Figure 1. Wire density map.
19 x 24 tiles, from dark purple (low) to yellow (high), scaled to the fullest tile. Values are wire area over tile area, all layers added.
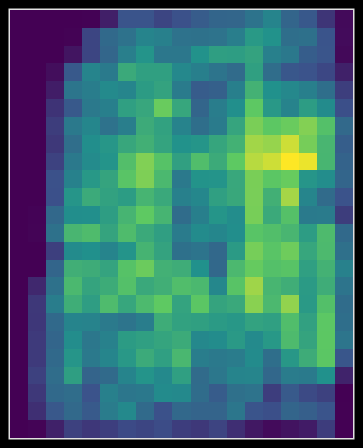
Figure 2. Clock nets.
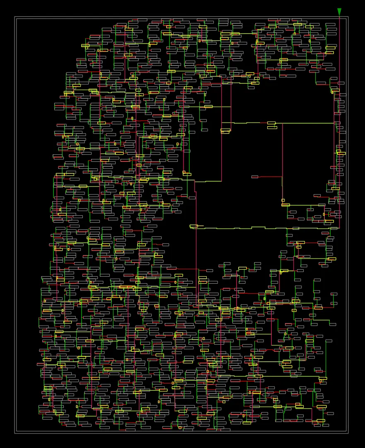
Figure 3. Local utilization.
The bar under the picture is 100 µm long. 19 x 24 tiles, from dark purple (low) to yellow (high), 0 to 100% covered.
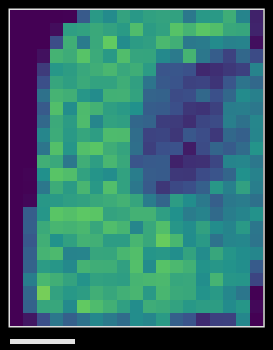
Figure 4. Where the registers sit.
The bar under the picture is 100 µm long. Other sequential cells in the stronger grey, the rest of the logic in the fainter grey.
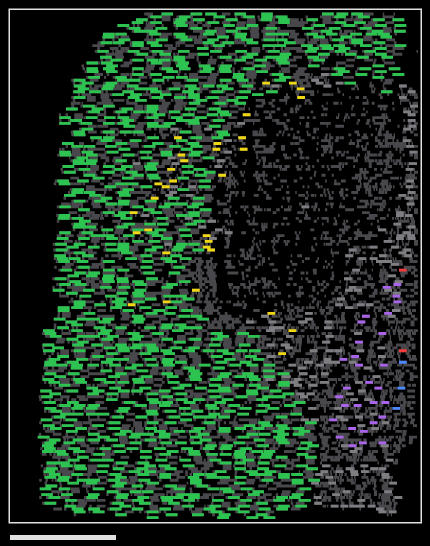
### src/rtl/mcpu_pkg.sv
// Shared definitions for the multi-cycle MIPS-subset core:
// opcode/funct codes, FSM states, ALU operations and halt causes.
package mcpu_pkg;

   localparam logic [5:0] OP_RTYPE = 6'h00;
   localparam logic [5:0] OP_J     = 6'h02;
   localparam logic [5:0] OP_BEQ   = 6'h04;
   localparam logic [5:0] OP_BNE   = 6'h05;
   localparam logic [5:0] OP_ADDI  = 6'h08;
   localparam logic [5:0] OP_ANDI  = 6'h0C;
   localparam logic [5:0] OP_ORI   = 6'h0D;
   localparam logic [5:0] OP_LUI   = 6'h0F;
   localparam logic [5:0] OP_LW    = 6'h23;
   localparam logic [5:0] OP_SW    = 6'h2B;

   localparam logic [5:0] FN_SLL   = 6'h00;
   localparam logic [5:0] FN_SRL   = 6'h02;
   localparam logic [5:0] FN_SRA   = 6'h03;
   localparam logic [5:0] FN_ADD   = 6'h20;
   localparam logic [5:0] FN_SUB   = 6'h22;
   localparam logic [5:0] FN_AND   = 6'h24;
   localparam logic [5:0] FN_OR    = 6'h25;

   typedef enum logic [2:0] {
      ST_FETCH,
      ST_DECODE,
      ST_EXEC,
      ST_MEM,
      ST_WB,
      ST_HALT
   } state_e;

   typedef enum logic [2:0] {
      ALU_ADD,
      ALU_SUB,
      ALU_AND,
      ALU_OR,
      ALU_SLL,
      ALU_SRL,
      ALU_SRA,
      ALU_LUI
   } alu_op_e;

   localparam logic [1:0] HC_NONE    = 2'b00;
   localparam logic [1:0] HC_ILLEGAL = 2'b01;
   localparam logic [1:0] HC_TIMEOUT = 2'b10;

   // A register field is usable only if no bit above the
   // configured index width is set.
   function automatic logic reg_ok(input logic [4:0] f,
                                   input int unsigned aw);
      return (f >> aw) == 5'd0;
   endfunction

endpackage

### src/rtl/mcpu_alu.sv
// Combinational 32-bit ALU for mcpu_core.
// Ports: a_i, b_i operands; shamt_i shift amount; op_i operation;
// result_o result; zero_o high when result is zero.
module mcpu_alu
   import mcpu_pkg::*;
(
   input  logic [31:0] a_i,
   input  logic [31:0] b_i,
   input  logic [4:0]  shamt_i,
   input  alu_op_e     op_i,
   output logic [31:0] result_o,
   output logic        zero_o
);

   always_comb begin
      result_o = 32'h0;
      unique case (op_i)
         ALU_ADD: result_o = a_i + b_i;
         ALU_SUB: result_o = a_i - b_i;
         ALU_AND: result_o = a_i & b_i;
         ALU_OR:  result_o = a_i | b_i;
         ALU_SLL: result_o = b_i << shamt_i;
         ALU_SRL: result_o = b_i >> shamt_i;
         ALU_SRA: result_o = $signed(b_i) >>> shamt_i;
         ALU_LUI: result_o = {b_i[15:0], 16'h0};
         default: result_o = 32'h0;
      endcase
   end

   assign zero_o = (result_o == 32'h0);

endmodule

### src/rtl/mcpu_core.sv
// Multi-cycle MIPS-subset core with unified req/ready memory port.
// Ports: clk, pcrst (sync, active-low); mem_req/we/addr/wdata out,
// mem_rdata/ready in; pc_o debug PC; halt, halt_cause status.
// Build option: define MCPU_SHIFT_EN to enable sll/srl/sra.
module mcpu_core
   import mcpu_pkg::*;
#(
   parameter logic [31:0] PC_RESET   = 32'h0000_0000,
   parameter int unsigned REG_ADDR_W = 5,
   parameter int unsigned TIMEOUT    = 255
) (
   input  logic        clk,
   input  logic        pcrst,
   output logic        mem_req,
   output logic        mem_we,
   output logic [31:0] mem_addr,
   output logic [31:0] mem_wdata,
   input  logic [31:0] mem_rdata,
   input  logic        mem_ready,
   output logic [31:0] pc_o,
   output logic        halt,
   output logic [1:0]  halt_cause
);

   localparam int NREG = 1 << REG_ADDR_W;

   state_e      state_q, state_d;
   logic [31:0] pc_q, pc_d;
   logic [31:0] ir_q, ir_d;
   logic [31:0] a_q, a_d;
   logic [31:0] b_q, b_d;
   logic [31:0] res_q, res_d;
   logic [31:0] tmo_q, tmo_d;
   logic [1:0]  cause_q, cause_d;
   logic        mem_req_q, mem_req_d;
   logic        mem_we_q, mem_we_d;
   logic [31:0] mem_addr_q, mem_addr_d;
   logic [31:0] mem_wdata_q, mem_wdata_d;
   logic [31:0] regs_q [NREG];

   logic                  rf_we;
   logic [REG_ADDR_W-1:0] rf_waddr;

   logic [5:0]  op, funct;
   logic [4:0]  rs, rt, rd, sa;
   logic [15:0] imm16;
   logic [25:0] addr26;

   assign op     = ir_q[31:26];
   assign rs     = ir_q[25:21];
   assign rt     = ir_q[20:16];
   assign rd     = ir_q[15:11];
   assign sa     = ir_q[10:6];
   assign funct  = ir_q[5:0];
   assign imm16  = ir_q[15:0];
   assign addr26 = ir_q[25:0];

   alu_op_e     alu_op;
   logic        use_imm, sext, legal, fields_ok;
   logic        wr_rd, is_lw, is_sw, is_beq, is_bne, is_j;
   logic [31:0] imm_ext;
   logic [31:0] alu_res;
   logic        alu_zero;

   // Decode is purely a function of IR, which stays put from
   // DECODE until the instruction retires.
   always_comb begin
      alu_op    = ALU_ADD;
      use_imm   = 1'b0;
      sext      = 1'b1;
      legal     = 1'b0;
      wr_rd     = 1'b0;
      is_lw     = 1'b0;
      is_sw     = 1'b0;
      is_beq    = 1'b0;
      is_bne    = 1'b0;
      is_j      = 1'b0;
      fields_ok = reg_ok(rs, REG_ADDR_W)
                  && reg_ok(rt, REG_ADDR_W);
      case (op)
         OP_RTYPE: begin
            wr_rd     = 1'b1;
            fields_ok = fields_ok && reg_ok(rd, REG_ADDR_W);
            case (funct)
               FN_ADD: begin alu_op = ALU_ADD; legal = 1'b1; end
               FN_SUB: begin alu_op = ALU_SUB; legal = 1'b1; end
               FN_AND: begin alu_op = ALU_AND; legal = 1'b1; end
               FN_OR:  begin alu_op = ALU_OR;  legal = 1'b1; end
`ifdef MCPU_SHIFT_EN
               FN_SLL: begin alu_op = ALU_SLL; legal = 1'b1; end
               FN_SRL: begin alu_op = ALU_SRL; legal = 1'b1; end
               FN_SRA: begin alu_op = ALU_SRA; legal = 1'b1; end
`else
               // Only the all-zero word (nop) survives here.
               FN_SLL: begin
                  alu_op = ALU_SLL;
                  legal  = (ir_q == 32'h0);
               end
`endif
               default: legal = 1'b0;
            endcase
         end
         OP_ADDI: begin
            use_imm = 1'b1;
            legal   = 1'b1;
         end
         OP_ANDI: begin
            alu_op  = ALU_AND;
            use_imm = 1'b1;
            sext    = 1'b0;
            legal   = 1'b1;
         end
         OP_ORI: begin
            alu_op  = ALU_OR;
            use_imm = 1'b1;
            sext    = 1'b0;
            legal   = 1'b1;
         end
         OP_LUI: begin
            alu_op    = ALU_LUI;
            use_imm   = 1'b1;
            legal     = 1'b1;
            fields_ok = reg_ok(rt, REG_ADDR_W);
         end
         OP_LW: begin
            use_imm = 1'b1;
            is_lw   = 1'b1;
            legal   = 1'b1;
         end
         OP_SW: begin
            use_imm = 1'b1;
            is_sw   = 1'b1;
            legal   = 1'b1;
         end
         OP_BEQ: begin
            alu_op = ALU_SUB;
            is_beq = 1'b1;
            legal  = 1'b1;
         end
         OP_BNE: begin
            alu_op = ALU_SUB;
            is_bne = 1'b1;
            legal  = 1'b1;
         end
         OP_J: begin
            is_j      = 1'b1;
            legal     = 1'b1;
            fields_ok = 1'b1;
         end
         default: legal = 1'b0;
      endcase
   end

   assign imm_ext = sext ? {{16{imm16[15]}}, imm16}
                         : {16'h0, imm16};

   mcpu_alu u_alu (
      .a_i      (a_q),
      .b_i      (use_imm ? imm_ext : b_q),
      .shamt_i  (sa),
      .op_i     (alu_op),
      .result_o (alu_res),
      .zero_o   (alu_zero)
   );

   assign rf_waddr = wr_rd ? rd[REG_ADDR_W-1:0]
                           : rt[REG_ADDR_W-1:0];

   always_comb begin
      state_d = state_q;
      pc_d    = pc_q;
      ir_d    = ir_q;
      a_d     = a_q;
      b_d     = b_q;
      res_d   = res_q;
      cause_d = cause_q;
      rf_we   = 1'b0;
      // Counts consecutive unanswered request cycles.
      tmo_d   = (mem_req_q && !mem_ready) ? tmo_q + 32'd1 : 32'd0;

      unique case (state_q)
         ST_FETCH: begin
            if (mem_req_q && mem_ready) begin
               ir_d    = mem_rdata;
               pc_d    = pc_q + 32'd4;
               state_d = ST_DECODE;
            end
         end
         ST_DECODE: begin
            a_d = regs_q[rs[REG_ADDR_W-1:0]];
            b_d = regs_q[rt[REG_ADDR_W-1:0]];
            if (legal && fields_ok) begin
               state_d = ST_EXEC;
            end else begin
               state_d = ST_HALT;
               cause_d = HC_ILLEGAL;
            end
         end
         ST_EXEC: begin
            res_d   = alu_res;
            state_d = ST_WB;
            if (is_lw || is_sw) begin
               state_d = ST_MEM;
            end else if (is_beq || is_bne) begin
               // PC already points past the branch.
               if (alu_zero == is_beq)
                  pc_d = pc_q + {imm_ext[29:0], 2'b00};
               state_d = ST_FETCH;
            end else if (is_j) begin
               pc_d    = {pc_q[31:28], addr26, 2'b00};
               state_d = ST_FETCH;
            end
         end
         ST_MEM: begin
            if (mem_req_q && mem_ready) begin
               if (is_lw) begin
                  res_d   = mem_rdata;
                  state_d = ST_WB;
               end else begin
                  state_d = ST_FETCH;
               end
            end
         end
         ST_WB: begin
            rf_we   = (rf_waddr != '0);
            state_d = ST_FETCH;
         end
         ST_HALT: state_d = ST_HALT;
         default: state_d = ST_HALT;
      endcase

      if (mem_req_q && !mem_ready && tmo_d >= TIMEOUT) begin
         state_d = ST_HALT;
         cause_d = HC_TIMEOUT;
      end
   end

   // Memory outputs are registered from the next state, so a
   // request is presented in the first cycle of FETCH/MEM and
   // held unchanged while waiting.
   always_comb begin
      mem_req_d   = 1'b0;
      mem_we_d    = 1'b0;
      mem_addr_d  = mem_addr_q;
      mem_wdata_d = mem_wdata_q;
      if (state_d == ST_FETCH) begin
         mem_req_d   = 1'b1;
         mem_addr_d  = {pc_d[31:2], 2'b00};
         mem_wdata_d = 32'h0;
      end else if (state_d == ST_MEM) begin
         mem_req_d   = 1'b1;
         mem_we_d    = is_sw;
         mem_addr_d  = {res_d[31:2], 2'b00};
         mem_wdata_d = is_sw ? b_q : 32'h0;
      end
   end

   always_ff @(posedge clk) begin
      if (!pcrst) begin
         state_q     <= ST_FETCH;
         pc_q        <= PC_RESET;
         ir_q        <= 32'h0;
         a_q         <= 32'h0;
         b_q         <= 32'h0;
         res_q       <= 32'h0;
         tmo_q       <= 32'h0;
         cause_q     <= HC_NONE;
         mem_req_q   <= 1'b0;
         mem_we_q    <= 1'b0;
         mem_addr_q  <= 32'h0;
         mem_wdata_q <= 32'h0;
         for (int i = 0; i < NREG; i++)
            regs_q[i] <= 32'h0;
      end else begin
         state_q     <= state_d;
         pc_q        <= pc_d;
         ir_q        <= ir_d;
         a_q         <= a_d;
         b_q         <= b_d;
         res_q       <= res_d;
         tmo_q       <= tmo_d;
         cause_q     <= cause_d;
         mem_req_q   <= mem_req_d;
         mem_we_q    <= mem_we_d;
         mem_addr_q  <= mem_addr_d;
         mem_wdata_q <= mem_wdata_d;
         if (rf_we)
            regs_q[rf_waddr] <= res_q;
      end
   end

   assign mem_req    = mem_req_q;
   assign mem_we     = mem_we_q;
   assign mem_addr   = mem_addr_q;
   assign mem_wdata  = mem_wdata_q;
   assign pc_o       = pc_q;
   assign halt       = (state_q == ST_HALT);
   assign halt_cause = cause_q;

endmodule

### config.mk
export PLATFORM = sky130hd
export DESIGN_NAME = mcpu_core
export DESIGN_NICKNAME = d
export VERILOG_FILES = /design/src/rtl/mcpu_pkg.sv /design/src/rtl/mcpu_alu.sv /design/src/rtl/mcpu_core.sv
export SDC_FILE = /design/constraint.sdc
export NUM_CORES = 2
export LEC_CHECK = 0
export ABC_CLOCK_PERIOD_IN_PS = 10400
export CORE_ASPECT_RATIO = 1.25
export CORE_MARGIN = 2
export CORE_UTILIZATION = 40
export CTS_CLUSTER_SIZE = 16
export DETAILED_ROUTE_END_ITERATION = 8
export PLACE_DENSITY = 0.57
export SYNTH_ARGS = -nofsm -noshare
export SYNTH_HDL_FRONTEND = slang
export SYNTH_SLANG_ARGS = --single-unit
### constraint.sdc
create_clock -name clk -period 10.4 [get_ports clk]
set_input_delay 1.04 -clock clk [delete_from_list [all_inputs] [get_ports clk]]
set_output_delay 1.04 -clock clk [all_outputs]
set_load 0.02 [all_outputs]
==> out/results.ini <==
[worst_setup_path]
crit_path_start = ir_q[26]
reg2regPathDepth = 31
cp_slowest_cell = and4_1
cpPeakStageDelay_ns = 0.82

[logic_synthesis]
syn_avg_cell_area_um2 = 12.57
top_area_cell = edfxtp_1
simple_gate_share_pct = 15.17
ys_sh_xor_pct = 1.260
yosysSeqAreaShare_pct = 48.76

[grt]
grt_max_degree = 131
antenna_found_initial = 19
grt_pass1_vias = 53030

[power]
power_leader = combinational cells
p_leak_uw = 0.02780
power_sequential_uw = 6540
clockPowerShare_pct = 26.1

[run_status]
violations = capacitance limit, slew limit
status = finished with violations

[drt]
drc = 0
wl_per_cell_um = 36.54
wl_met3_mm = 24.15
ant_nets = 0
drt_wl_total_mm = 304.4
routed_via_density = 6.382

[worst_hold_path]
hp-start = mem_wdata[10]
whs_endpoint = mem_wdata[10]
holdCritPathClass = flip-flop to flip-flop

[cts]
cts_buffers = 139
path_clk_slew_ns = 0.06

[layout]
fin_nets = 5909
syn_to_final_growth_pct = 12.27
buffer_area_share_pct = 3.484
drive_above_1_share_pct = 21.07
nClkBuffers = 202
buffers = 334
sh_seq_area_pct = 43.50

[final_timing]
relSlewSlack_pct = -0.02085
fin_tns_setup_ns = 0
slew_violations = 1

[run]
cap_violations = 1

[die]
fp.coreArea_um2 = 183400
die_y_um = 483.9

[placed_design]
io_buffers = 131
gp_congestion = 1.079

Back to the opening pictures, Figure 1:
The emptiest ninth of the die: upper left. The densest ninth of the die: middle right. 39% of the tiles are over half the peak.

Back to the opening pictures, Figure 2:
num sequential: 1283
Setup Skew: 0.04077 ns
insertion delay at the late pin of the worst-skew pair: 0.82 ns
clk sinks: 1283

Back to the opening pictures, Figure 3:
The densest ninth of the die: bottom centre. The emptiest ninth of the die: upper left. The fullest tile reaches 79%. 0.90% of the tiles are over 75% full.

Back to the opening pictures, Figure 4:
Purple is mem_addr, flops 30, where lower right. Red is halt_cause, flops 2. Green is regs_q, flops 1024. Blue is state_q, flops 3. Yellow is a_q, flops 32.
Another 192 sequential cells are not coloured.

-- placed cells by master, fill, tap and decap left out, types with 118 or more instances in the layout --
master	instances
nor2_1	290
clkbuf_16	144
mux4_2	656
and2_1	1013
clkdlybuf4s50_1	130
buf_4	200
nand2_1	323
a21oi_1	246
dfxtp_1	230
o21ai_0	193
mux2i_1	118
edfxtp_1	1024
-- per-stage QoR --
stage	cells	power [µW]
2_1_floorplan	5899	10770
3_3_place_gp	8069	14250
3_5_place_dp	8069	14210
4_1_cts	8321	19250
5_1_grt	8323	19890
6_report	8329	19350
-- worst register-to-register path: cells and delay by family, from the launching register on --
kind	cells	cell delay, ns
buf+inv	2	0.44
fa+ha+maj	2	0.53
flops	1	0.66
compound gates	9	2.62
simple gates	17	4.75
mux	1	0.17
Power figures rest on the tool's default switching activity, not on a simulated workload.
